[src/rtl/ebus_pkg.sv]
// Shared EBUS definitions for the arbiter and its priority encoder.
//   EBUS_DATA_W  : default EBUS data width (bit 0 is the MSB, PDP-10 numbering)
//   tEBUSdriver  : one driver slot as produced by each EBUS source module
//   hold_state_e : hold watchdog states
//   owner_width  : owner-index width, max(1, clog2(n))
package ebus_pkg;

  localparam int unsigned EBUS_DATA_W = 36;

  // Per-module driver slot. The arbiter takes these flattened into separate
  // request and data vectors.
  typedef struct packed {
    logic                   driving;
    logic [0:EBUS_DATA_W-1] data;
  } tEBUSdriver;

  typedef enum logic [1:0] {
    StIdle,
    StHold,
    StExpired
  } hold_state_e;

  function automatic int unsigned owner_width(input int unsigned n);
    return (n <= 1) ? 1 : $clog2(n);
  endfunction

endpackage

[src/rtl/ebus_prio_enc.sv]
// Fixed-priority encoder with a two-or-more detector.
//   req    : request vector, bit 0 has the highest priority
//   winner : index of the lowest set bit (0 when nothing is set)
//   any    : at least one request is set
//   multi  : two or more requests are set
module ebus_prio_enc
  import ebus_pkg::*;
#(
  parameter int unsigned N = 11,
  localparam int unsigned IW = owner_width(N)
) (
  input  logic [N-1:0]  req,
  output logic [IW-1:0] winner,
  output logic          any,
  output logic          multi
);

  // Scan downwards so the lowest set index is the one left standing.
  always_comb begin
    winner = '0;
    for (int i = int'(N) - 1; i >= 0; i--) begin
      if (req[i]) winner = IW'(i);
    end
  end

  assign any = |req;

  // Clearing the lowest set bit leaves something behind iff two or more are set.
  assign multi = |(req & (req - N'(1)));

endmodule

[src/rtl/ebus_arbiter.sv]
// Registered EBUS arbiter with contention logging and a hold watchdog.
//   clk          : system clock
//   eboxReset    : asynchronous active-high reset
//   drvDriving   : per-source driving request (bit i = source i, 0 highest)
//   drvData      : per-source data, [N_DRV][0:DATA_W-1]
//   clrErr       : pulse clearing sticky error state and the contention counter
//   ebusData     : registered winning data (0 when nobody drove)
//   ebusValid    : some source drove in the previous cycle
//   owner        : registered winner index (holds when nobody drives)
//   contention   : sticky, two or more sources drove in one cycle
//   contMask     : drvDriving snapshot of the first contention since the last clear
//   contCount    : saturating count of contention cycles
//   holdTimeout  : sticky, one owner drove for HOLD_LIMIT consecutive cycles
//   timeoutOwner : owner captured when holdTimeout was set
module ebus_arbiter
  import ebus_pkg::*;
#(
  parameter int unsigned N_DRV      = 11,
  parameter int unsigned DATA_W     = EBUS_DATA_W,
  parameter int unsigned CNT_W      = 8,
  parameter int unsigned HOLD_LIMIT = 1024,
  localparam int unsigned OW_W      = owner_width(N_DRV)
) (
  input  logic                           clk,
  input  logic                           eboxReset,
  input  logic [N_DRV-1:0]               drvDriving,
  input  logic [N_DRV-1:0][0:DATA_W-1]   drvData,
  input  logic                           clrErr,
  output logic [0:DATA_W-1]              ebusData,
  output logic                           ebusValid,
  output logic [OW_W-1:0]                owner,
  output logic                           contention,
  output logic [N_DRV-1:0]               contMask,
  output logic [CNT_W-1:0]               contCount,
  output logic                           holdTimeout,
  output logic [OW_W-1:0]                timeoutOwner
);

  // Hold counter is just wide enough to hold HOLD_LIMIT, so it never wraps.
  localparam int unsigned     HC_W     = (HOLD_LIMIT == 0) ? 1 : $clog2(HOLD_LIMIT + 1);
  localparam logic [HC_W-1:0] HOLD_MAX = HC_W'(HOLD_LIMIT);

  logic [OW_W-1:0]   winner;
  logic              any;
  logic              multi;
  logic [0:DATA_W-1] sel_data;

  ebus_prio_enc #(
    .N (N_DRV)
  ) u_prio_enc (
    .req    (drvDriving),
    .winner (winner),
    .any    (any),
    .multi  (multi)
  );

  always_comb begin
    sel_data = '0;
    for (int i = 0; i < int'(N_DRV); i++) begin
      if (winner == OW_W'(i)) sel_data = drvData[i];
    end
  end

  // ---------------------------------------------------------------------------
  // Data path
  // ---------------------------------------------------------------------------
  always_ff @(posedge clk or posedge eboxReset) begin
    if (eboxReset) begin
      ebusData  <= '0;
      ebusValid <= 1'b0;
      owner     <= '0;
    end else begin
      ebusData  <= any ? sel_data : '0;
      ebusValid <= any;
      if (any) owner <= winner;
    end
  end

  // ---------------------------------------------------------------------------
  // Contention logging
  // ---------------------------------------------------------------------------
  logic              first_q, first_d;
  logic              cont_d;
  logic [N_DRV-1:0]  mask_d;
  logic [CNT_W-1:0]  count_d;

  // The clear is applied first so that an event in the same cycle starts
  // from the cleared state: count becomes 1 and the mask is recaptured.
  always_comb begin
    cont_d  = contention;
    mask_d  = contMask;
    count_d = contCount;
    first_d = first_q;
    if (clrErr) begin
      cont_d  = 1'b0;
      mask_d  = '0;
      count_d = '0;
      first_d = 1'b0;
    end
    if (multi) begin
      cont_d = 1'b1;
      if (count_d != '1) count_d = count_d + CNT_W'(1);
      if (!first_d) begin
        mask_d  = drvDriving;
        first_d = 1'b1;
      end
    end
  end

  always_ff @(posedge clk or posedge eboxReset) begin
    if (eboxReset) begin
      contention <= 1'b0;
      contMask   <= '0;
      contCount  <= '0;
      first_q    <= 1'b0;
    end else begin
      contention <= cont_d;
      contMask   <= mask_d;
      contCount  <= count_d;
      first_q    <= first_d;
    end
  end

  // ---------------------------------------------------------------------------
  // Hold watchdog
  // ---------------------------------------------------------------------------
  hold_state_e     hold_state;
  logic [HC_W-1:0] hold_cnt;
  logic [HC_W-1:0] cnt_next;
  logic            same_owner;
  logic            frozen;
  logic            fire;

  // owner still holds last cycle's winner whenever the FSM is out of StIdle.
  assign same_owner = (winner == owner);
  assign frozen     = (hold_state == StExpired) && same_owner;

  // Count after this edge if the current winner keeps driving.
  always_comb begin
    cnt_next = HC_W'(1);
    if ((hold_state == StHold) && same_owner) cnt_next = hold_cnt + HC_W'(1);
  end

  assign fire = (HOLD_LIMIT != 0) && any && !frozen && (cnt_next == HOLD_MAX);

  always_ff @(posedge clk or posedge eboxReset) begin
    if (eboxReset) begin
      hold_state   <= StIdle;
      hold_cnt     <= '0;
      holdTimeout  <= 1'b0;
      timeoutOwner <= '0;
    end else begin
      if ((HOLD_LIMIT == 0) || !any) begin
        hold_state <= StIdle;
        hold_cnt   <= '0;
      end else if (fire) begin
        hold_state <= StExpired;
        hold_cnt   <= cnt_next;
      end else if (!frozen) begin
        hold_state <= StHold;
        hold_cnt   <= cnt_next;
      end

      // The first timeout since the last clear owns timeoutOwner.
      if (fire) begin
        holdTimeout <= 1'b1;
        if (!holdTimeout || clrErr) timeoutOwner <= winner;
      end else if (clrErr) begin
        holdTimeout  <= 1'b0;
        timeoutOwner <= '0;
      end
    end
  end

endmodule

[config.mk]
export PLATFORM = sky130hd
export DESIGN_NAME = ebus_arbiter
export DESIGN_NICKNAME = d
export VERILOG_FILES = /design/src/rtl/ebus_pkg.sv /design/src/rtl/ebus_prio_enc.sv /design/src/rtl/ebus_arbiter.sv
export SDC_FILE = /design/constraint.sdc
export NUM_CORES = 1
export LEC_CHECK = 0
export CAP_MARGIN = 0
export CORE_AREA = 2 2 185 187
export CTS_CLUSTER_DIAMETER = 200
export DETAILED_ROUTE_END_ITERATION = 12
export DIE_AREA = 0 0 187 189
export HOLD_SLACK_MARGIN = 0.03
export SLEW_MARGIN = 10
export SYNTH_ARGS = -nofsm -noshare
export SYNTH_HDL_FRONTEND = slang
export SYNTH_SLANG_ARGS = --single-unit
export TNS_END_PERCENT = 20
[constraint.sdc]
create_clock -name clk -period 3.3 [get_ports clk]
set_input_delay 0.66 -clock clk [delete_from_list [all_inputs] [get_ports clk]]
set_output_delay 0.66 -clock clk [all_outputs]
set_load 0.01 [all_outputs]
==> run_1/wires.png <==
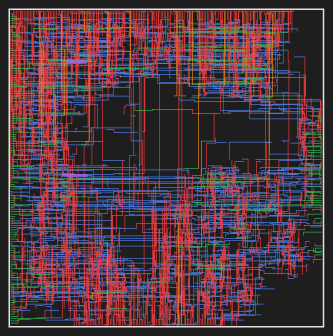
legend:
  metal 5:
    colour: purple
    wire_length: 24.8 um
  metal 2:
    colour: red
    wire_length: 20.9 mm
  metal 4:
    colour: orange
    wire_length: 1,370 um
  metal 3:
    colour: green
    wire_length: 2,780 um
  metal 1:
    colour: blue
    wire_length: 18,500 um
wire per inst: 22.3 um
final WL: 43,600 um
GR Util All Layers: 23.8%
via count: 9,964

==> run_1/clk_routes.png <==
Bar = 50 um.
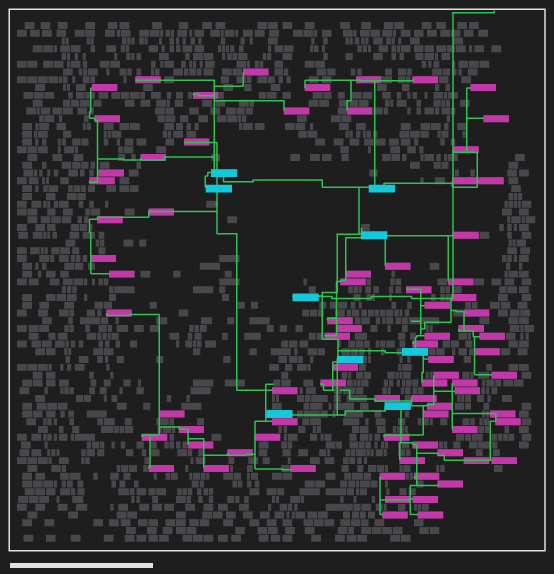
legend:
  flip-flops:
    colour: magenta
    count: 80
  clock wires:
    colour: green
    length: 1,680 um
  clock drivers:
    colour: cyan
    count: 9
routed clock nets: 10
flops lie: spread over the die
Latency at later pin: 0.35 ns
Clock Power Share: 30.2%

==> results.cfg, run 1 <==
; implementation run metrics
[global_routing]
antenna_found_initial = 8
grt_overflow = 0
grt_pass1_vias = 10200

[synth]
synthMuxAreaShare_pct = 4.48
synth_top_area_share_pct = 28.1
async_flop_share_pct = 100
netlist-cell-type-count = 69

[cells_and_area]
drive_above_1_share_pct = 10.7
largestRegisters = ebusData x36, contMask x11, hold_cnt x11
layout_top_cells = clkdlybuf4s50_1, nand2_1, nand3_1
top_register = ebusData
area_growth_pct = 89.2
clkbuf_count = 9
clk_share_pct = 2.29
sh_seq_area_pct = 14.9
nets = 1905

[detailed_routing]
wl_met1_um = 18500
ant_nets = 0
drt_iter0_drc = 718

[timing]
clock_skew_ns = 0.0137

[floorplan]
initCoreUtil_pct = 21.4

[placement]
dp_hpwl_um = 35200

[power_and_ir_drop]
powerClk_mw = 1.12
ir_drop_mv = 0.189

[run_status]
outcome = complete, no violations

[cts]
clock_sinks = 80

[critical_path]
cp.required_ns = 3.51
critPathCaptureType = flop
==> run_1/congestion.png <==
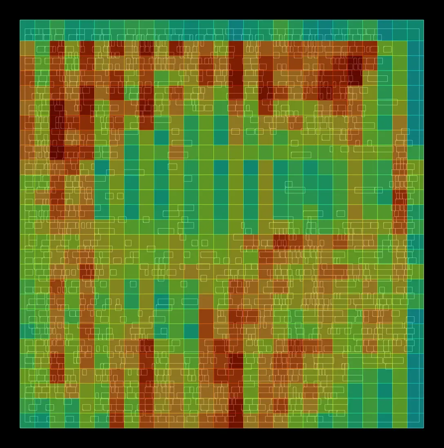
met2 usage in global routing: 39.8%
M3 GR Usage: 4.26%
global routing usage on met1: 30.4%
GRT Max-Usage Layer: met2
Final Util: 40.5%

==> run_1/layer_met3.png <==
Bar = 50 um. Cells faint in the background.
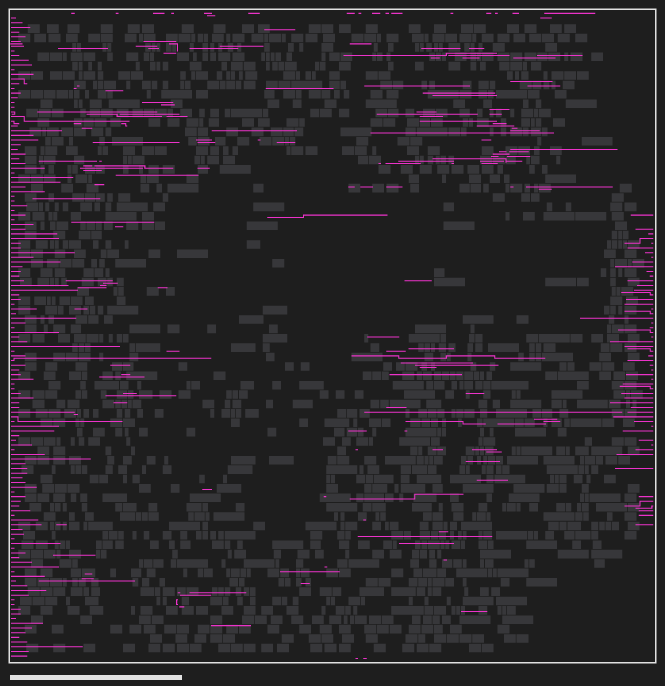

==> run 2, diff against run 1 <==
- ABC_AREA: not set -> 1
- CORE_AREA: 2 2 185 187 -> 2 2 184 186
- DIE_AREA: 0 0 187 189 -> 0 0 186 188
- SLEW_MARGIN: 10 -> 20
==> run_2/layer_met3.png <==
Bar = 50 um. Cells faint in the background.
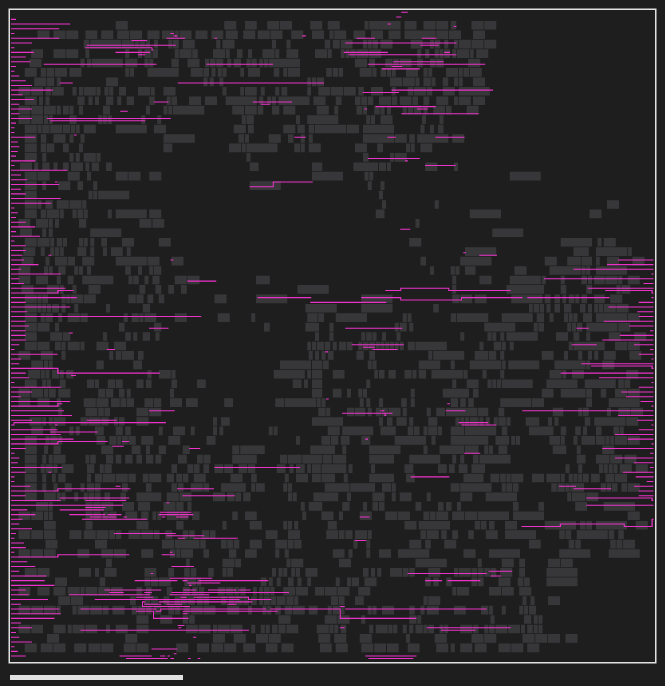
nets with wire on the layer: 304
main direction: horizontal
wire length on this layer: 3,280 um
longest straight run: 54.5 um
M3 GR Usage: 5.24%
final WL: 42,100 um
via count: 9,691

==> run_2/clk_routes.png <==
Bar = 50 um.
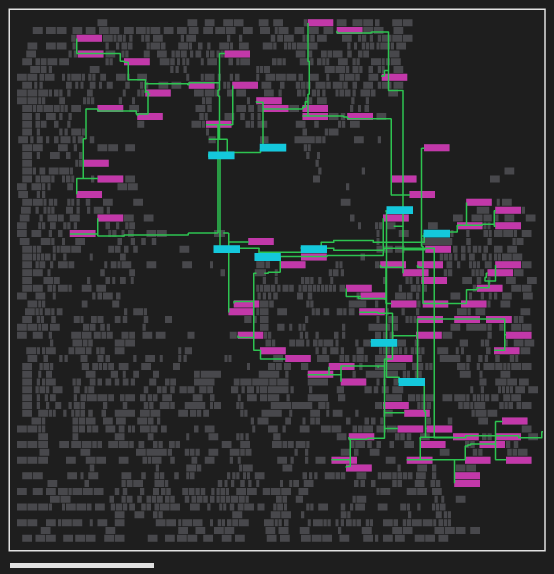
legend:
  clock wires:
    colour: green
    length: 1,580 um
  clock drivers:
    colour: cyan
    count: 9
  flip-flops:
    colour: magenta
    count: 80
flops lie: spread over the die
routed clock nets: 10
clock skew: 0.00506 ns
Clock Power: 1.17 mW
Clock Power Share: 32.1%

==> run_2/layer_met2.png <==
Cells faint in the background.
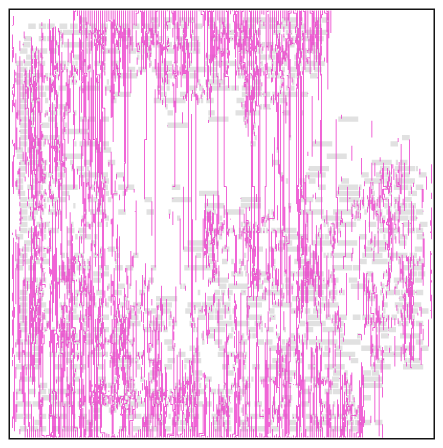
nets with wire on the layer: 1,673
wire length on this layer: 21.1 mm
main direction: vertical

==> results.cfg, run 2 <==
; implementation run metrics
[power_and_ir_drop]
p_int_mw = 2.52
pwr-share-comb_pct = 37.6
ir_drop_mv = 0.267

[cells_and_area]
layout_top_cells = clkdlybuf4s50_1, nand2_1, inv_1
area_growth_pct = 88.7
antenna_cells = 13
nets = 2016
drive_above_1_share_pct = 8.83
largestRegisters = ebusData x36, contMask x11, hold_cnt x11
final_core_util_pct = 39.3
top_register = ebusData
clk_share_pct = 2.56
sh_seq_area_pct = 15.4

[run_status]
outcome = complete, no violations

[global_routing]
grt_usage_pct = 23.8
antenna_found_initial = 16
grt_start_max_net_pins = 74
grt_overflow = 0
grt_pass1_vias = 9970
top_usage_layer = met2
grt_use_met1_pct = 27.7

[cts]
insertion_delay_ns = 0.34
clock_sinks = 80

[synth]
async_flop_share_pct = 100
synth_top_area_share_pct = 29.0
ys_warn_count = 0
syn_nets = 1528
netlist-cell-type-count = 40

[floorplan]
initCoreUtil_pct = 20.8

[detailed_routing]
ant_nets = 0
wl_met1_um = 16000
wire_per_inst_um = 20.4
drt_iter0_drc = 772

[critical_path]
r2r_setup_slack_ns = 0.94
critPathCaptureType = flop
==> run_2/congestion.png <==
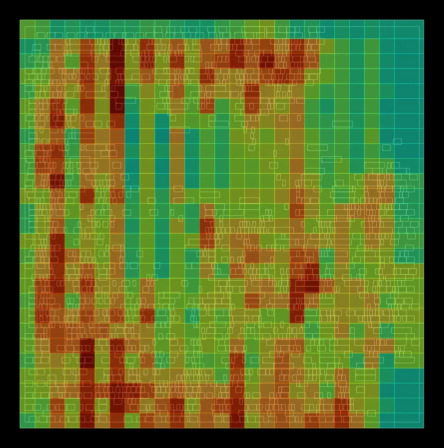

==> run 3, diff against run 2 <==
- ABC_CLOCK_PERIOD_IN_PS: not set -> 3300
- CORE_AREA: 2 2 184 186 -> 2 2 187 189
- DIE_AREA: 0 0 186 188 -> 0 0 189 191
- SYNTH_HIERARCHICAL: not set -> 1
==> run_3/congestion.png <==
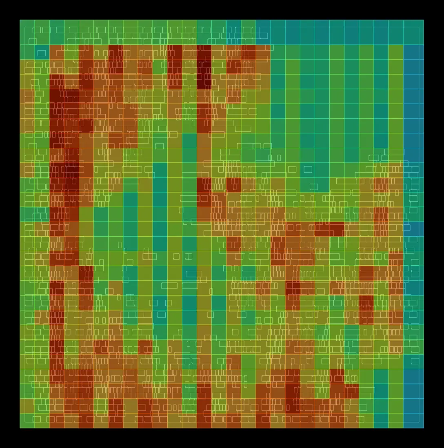
GR Util All Layers: 23.0%
M3 GR Usage: 4.22%

==> run_3/wires.png <==
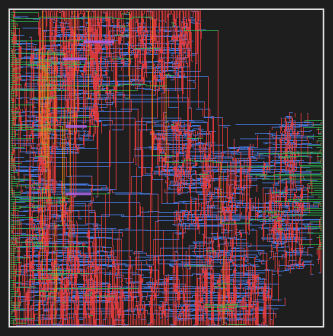
legend:
  metal 2:
    colour: red
    wire_length: 22.2 mm
  metal 3:
    colour: green
    wire_length: 2,550 um
  metal 5:
    colour: purple
    wire_length: 54.3 um
  metal 1:
    colour: blue
    wire_length: 16,400 um
  metal 4:
    colour: orange
    wire_length: 1,240 um
wire per inst: 19.7 um
final WL: 42,400 um
via count: 9,791

==> results.cfg, run 3 <==
; implementation run metrics
[synth]
synth_top_area_share_pct = 29.9
ys_warn_count = 6
yosys.area_share.aoi_pct = 11.9
syn_nets = 1553
netlist-cell-type-count = 31
synthFlopType = dfrtp_1

[min_path]
hp-start = contention

[global_routing]
grt_use_met1_pct = 26.5
gr-usage-met2_pct = 42.5
grt_overflow = 0
antenna_found_initial = 10
top_usage_layer = met2
grt_pass1_vias = 9880
grt_start_max_net_pins = 62

[critical_path]
cp_slowest_stage_delay_ns = 0.57
slowest_stage = clkdlybuf4s50_1
r2r_setup_slack_ns = 1.06
critPathCaptureType = flop

[cells_and_area]
largestRegisters = ebusData x36, contMask x11, hold_cnt x11
num-multi-input-gates = 854
antenna_cells = 6
area_growth_pct = 97.9
drive_above_1_share_pct = 11.0
layout_top_cells = clkdlybuf4s50_1, nand2_1, inv_1
nets = 2100
clk_share_pct = 2.51
final_core_util_pct = 38.9

[detailed_routing]
wl_met1_um = 16400
ant_nets = 0
drt_iter0_drc = 562

[power_and_ir_drop]
power_frac_seq_pct = 30.1
pwr-share-comb_pct = 38.4
p_int_mw = 2.56
ir_drop_mv = 0.220

[cts]
clock_sinks = 80
cts_hold_buf = 0

[run_status]
outcome = complete, no violations

[floorplan]
die_height_um = 191
initCoreUtil_pct = 19.6
==> run_3/clk_routes.png <==
Bar = 50 um.
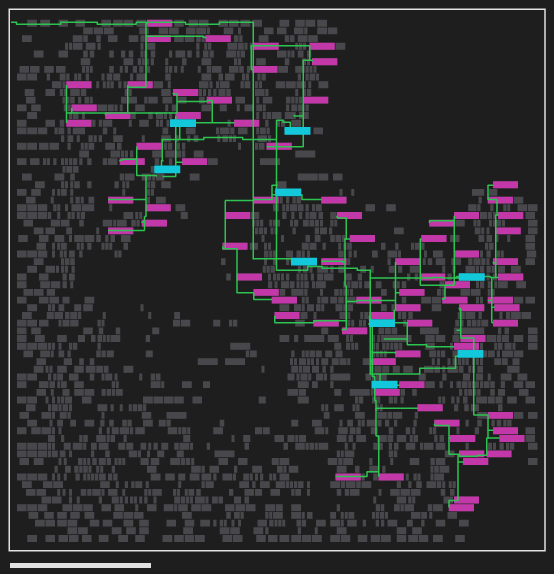
legend:
  clock drivers:
    colour: cyan
    count: 9
  flip-flops:
    colour: magenta
    count: 80
  clock wires:
    colour: green
    length: 1,450 um
flops lie: spread over the die
routed clock nets: 10
Latency at later pin: 0.36 ns
Clock Power: 1.16 mW
Clock Power Share: 31.5%
clock skew: 0.00835 ns

Power figures rest on the tool's default switching activity, not on a simulated workload.
